<file path="src/rtl/reg_stream_fifo.sv">
// First-word-fall-through elastic buffer behind the 16-bit register stage.
// Optional same-cycle bypass when empty: define REG_STREAM_FIFO_BYPASS_EN.
module reg_stream_fifo #(
  parameter int               WIDTH = 16,
  parameter int               DEPTH = 4,
  parameter logic [WIDTH-1:0] INIT  = '0
) (
  input  logic                       CLK,
  input  logic                       RESET,
  input  logic [WIDTH-1:0]           I,
  input  logic                       I_valid,
  output logic                       I_ready,
  output logic [WIDTH-1:0]           O,
  output logic                       O_valid,
  input  logic                       O_ready,
  output logic [$clog2(DEPTH):0]     count
);

  localparam int AW = $clog2(DEPTH);
  localparam int CW = AW + 1;
  localparam logic [CW-1:0] FULL = CW'(DEPTH);

  logic [WIDTH-1:0] r_mem [DEPTH];
  logic [AW-1:0]    r_wrPtr;
  logic [AW-1:0]    r_rdPtr;
  logic [CW-1:0]    r_count;

  logic w_empty;
  logic w_full;
  logic w_enq;
  logic w_deq;

  // Full/empty come only from the occupancy counter, so pointers may wrap freely.
  assign w_empty = (r_count == '0);
  assign w_full  = (r_count == FULL);
  assign I_ready = !RESET && !w_full;
  assign count   = r_count;

`ifdef REG_STREAM_FIFO_BYPASS_EN
  logic w_bypass;

  // An empty buffer forwards the incoming word; it is only stored if the consumer stalls.
  assign w_bypass = w_empty && I_valid && !RESET;
  assign O_valid  = !w_empty || w_bypass;
  assign O        = w_bypass ? I : r_mem[r_rdPtr];
  assign w_enq    = I_valid && I_ready && !(w_bypass && O_ready);
`else
  assign O_valid  = !w_empty;
  assign O        = r_mem[r_rdPtr];
  assign w_enq    = I_valid && I_ready;
`endif

  assign w_deq = !w_empty && O_ready;

  always_ff @(posedge CLK) begin
    if (RESET) begin
      r_wrPtr <= '0;
      r_rdPtr <= '0;
      r_count <= '0;
      for (int k = 0; k < DEPTH; k++) begin
        r_mem[k] <= INIT;
      end
    end else begin
      if (w_enq) begin
        r_mem[r_wrPtr] <= I;
        r_wrPtr        <= r_wrPtr + AW'(1);
      end
      if (w_deq) begin
        r_rdPtr <= r_rdPtr + AW'(1);
      end
      if (w_enq && !w_deq) begin
        r_count <= r_count + CW'(1);
      end else if (w_deq && !w_enq) begin
        r_count <= r_count - CW'(1);
      end
    end
  end

endmodule

</file>
<file path="config.mk">
export PLATFORM = sky130hd
export DESIGN_NAME = reg_stream_fifo
export DESIGN_NICKNAME = d
export VERILOG_FILES = /design/src/rtl/reg_stream_fifo.sv
export SDC_FILE = /design/constraint.sdc
export NUM_CORES = 1
export LEC_CHECK = 0
export CAP_MARGIN = 20
export CORE_AREA = 2 2 69 97
export DETAILED_ROUTE_END_ITERATION = 12
export DIE_AREA = 0 0 71 99
export HOLD_SLACK_MARGIN = 0.08
export PLACE_DENSITY = 0.77
export SYNTH_ARGS = -nofsm -noshare
export SYNTH_HDL_FRONTEND = slang
export SYNTH_SLANG_ARGS = --single-unit
</file>
<file path="constraint.sdc">
create_clock -name CLK -period 2.9 [get_ports CLK]
set_input_delay 0.58 -clock CLK [delete_from_list [all_inputs] [get_ports CLK]]
set_output_delay 0.58 -clock CLK [all_outputs]
set_load 0.02 [all_outputs]
</file>
Clock wiring as the flow saved it:
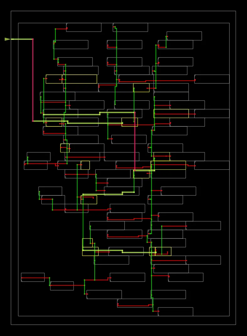
Setup Skew: 0.00876 ns
clk_lat worst skew: 0.34 ns
Seq cells: 73
Num Clock Sinks: 73
Clk. pwr: 0.000941 W

Signal wires by layer:
Drawn at 6 px/um. Only two layers are drawn.
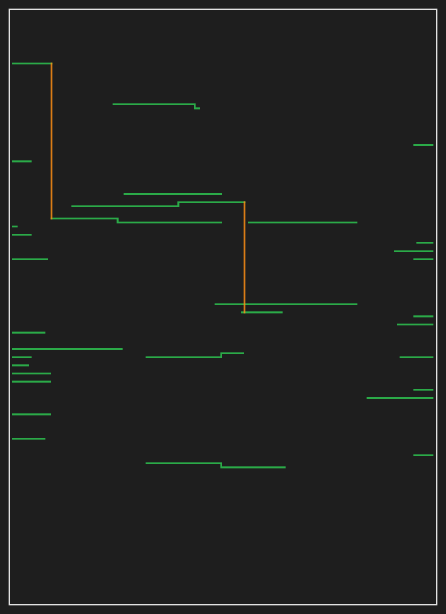
| layer | color | wire length |
|---|---|---|
| metal 3 | green | 295 um |
| metal 4 | orange | 44.2 um |
GRT Util Overall: 0.180
detailed-route wire length: 5730 um

I/O nets highlighted:
Drawn at 4 px/um.
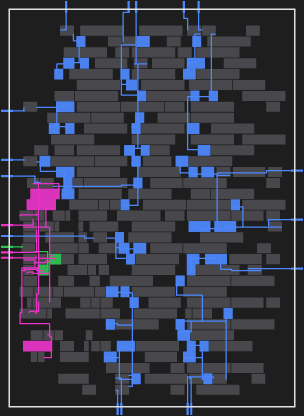
| port | color | direction | edge | end cells | buffers | wire |
|---|---|---|---|---|---|---|
| O_ready | green | input | west | 2 | 1 | 12.6 um |
| count | magenta | output | west | 3 | 3 | 174 um |
| I | blue | input | 5 north, 4 south, 4 west, 3 east | 64 | 16 | 567 um |
IO Count: 41
Port-buffer cells: 40

Metal 2:
Drawn at 4 px/um. Cells faint in the background.
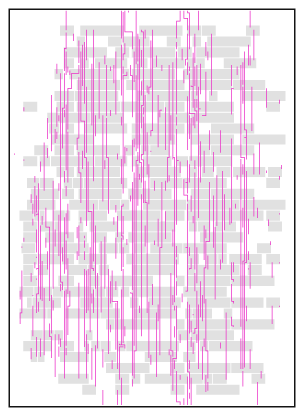
share of all routed wire: 56%
nets with wire on the layer: 235
wire length on this layer: 3220 um
main direction: vertical
longest straight run: 52.2 um
via count: 1726
M2 GR Usage: 0.324

==> results.sh <==
# yosys + openroad results
export IMPL_status="finished, final reports clean"
export IMPL_adder_share=0.00986
export IMPL_chipArea_um2=7030
export IMPL_r2r_slack_ns=0.63
export IMPL_grt_pass1_wl_um=9180
export IMPL_wl_met1_um=2170
export IMPL_synth_cell_types=35
export IMPL_power_group_top="sequential cells"
export IMPL_cts_hold_buf=0
export IMPL_highest_layer="met4"
export IMPL_hold_ws_ns=0.535
export IMPL_setup_ws_ns=0.198
export IMPL_numCtsBuffers=9
export IMPL_path_class="reg -> out"
export IMPL_final_cell_area_um2=4060
export IMPL_ir_worst_vdd_uv=521
export IMPL_utilization=0.658
export IMPL_seq_area_frac_synth=0.637
export IMPL_crit_path_top_delay_cell="clkdlybuf4s50_1"
export IMPL_cts_buffer_depth=2
export IMPL_rr_endpoint="count[2]$_SDFFE_PP0P_"
export IMPL_top_cells_by_area="edfxtp_1 58%, mux4_2 11%, and2_1 8.0%"
export IMPL_p_sw_w=0.000911
export IMPL_drtIter0Drc=78
export IMPL_grt_busiest_layer="met2"
export IMPL_powerDensity_nw_per_um2=813
export IMPL_drv_cap=0
export IMPL_worstPathRequired_ns=2.32
export IMPL_synthesis_area_um2=3300
export IMPL_crit_family="buffers and inverters"
export IMPL_rsz0062_at_grt="false"
export IMPL_postCtsSetupBuffers=0
export IMPL_period_needed_ns=2.70
export IMPL_xor_share=0.0106
export IMPL_muxShareOfSynthArea=0.115
export IMPL_critPathBufInv=2
export IMPL_clockRootBuffer="clkbuf_8"
export IMPL_lay_top_cells="64 x edfxtp_1, 42 x and2_1, 40 x clkdlybuf4s50_1"
export IMPL_slew_violations=0
export IMPL_dpl_cell_area_um2=3810
export IMPL_antenna_found_initial=0
export IMPL_num_rows=34
export IMPL_grt_ovfl_total=0
export IMPL_cts_resized=0
export IMPL_die_x_um=71
export IMPL_top_area_frac=0.582
export IMPL_synth_stat_cells=198
export IMPL_drive_above_1_share=0.287
export IMPL_hold_depth=2
export IMPL_setup_viol=0
export IMPL_pg_seq_w=0.00138
export IMPL_hold_viol_final=0
export IMPL_p_clk_frac=0.285
export IMPL_dr_wl_met3_um=295
export IMPL_p_comb_w=0.000978
export IMPL_simple_gate_share=0.193
export IMPL_yosys_warnings=0
export IMPL_syn_num_nets=220
export IMPL_critPathLaunchType="register"
export IMPL_r2r_start="count[1]$_SDFFE_PP0P_"
export IMPL_combPwrFrac=0.296
export IMPL_fmax_mhz=370
export IMPL_via_per_inst=5.29
export IMPL_hp_class="reg -> reg"
export IMPL_p_sw_frac=0.276
export IMPL_first_pass_iters=4
export IMPL_pre_cts_slack_ns=0.155
export IMPL_globalRouteMet3Util=0.0511
[area by class of cell]
class,count,area (um2)
clock buffers,9,124
clock inverters,7,119
fillers,436,2110
inverters,1,3.75
multi-input cells,115,1120
flip-flops and latches,73,2100
well taps,72,90.1
repair buffers,49,493
[synth_stat cells]
| cell | number |
|---|---|
| or2_2 | 2 |
| o311ai_0 | 1 |
| fa_1 | 1 |
| and2_4 | 16 |
| buf_1 | 1 |
| or2_1 | 1 |
| and2_2 | 6 |
| nor4_4 | 2 |
| nand2b_1 | 2 |
| o21ai_0 | 1 |
| nand2b_4 | 1 |
| clkbuf_2 | 1 |
| buf_2 | 1 |
| nand2_1 | 1 |
| nor3b_4 | 1 |
| buf_6 | 4 |
| inv_1 | 1 |
| and2_1 | 42 |
| nor3_1 | 1 |
| clkbuf_1 | 1 |
| mux4_2 | 16 |
| nor2_4 | 1 |
| o21bai_1 | 1 |
| nor2_1 | 6 |
| xor2_1 | 4 |
| buf_4 | 1 |
| dfxtp_1 | 9 |
| a21oi_1 | 1 |
| nor4b_4 | 1 |
| mux2i_1 | 2 |
| a21o_1 | 1 |
| ha_1 | 1 |
| edfxtp_1 | 64 |
| o31ai_1 | 1 |
| or3_2 | 2 |
[how the worst max path moves through the flow]
stage / from / end / slack, ns / depth (start not counted)
detailed placement: I_valid / count[2]$_SDFFE_PP0P_ / 0.15 / 9
global route: register / O[14] / 0.1 / 3
floorplan: count[0]$_SDFFE_PP0P_ / count[2]$_SDFFE_PP0P_ / 0.53 / 9
CTS: register / O[15] / 0.15 / 3
global placement: I_valid / count[2]$_SDFFE_PP0P_ / 0.22 / 9
finish: register / O[14] / 0.20 / 3
[sequential cells by signal (all words and copies together) (netlist names), named ones only]
register,flops
r_wrPtr,2
r_rdPtr,2
r_mem,64
count,3
Power and IR drop assume default switching activity.
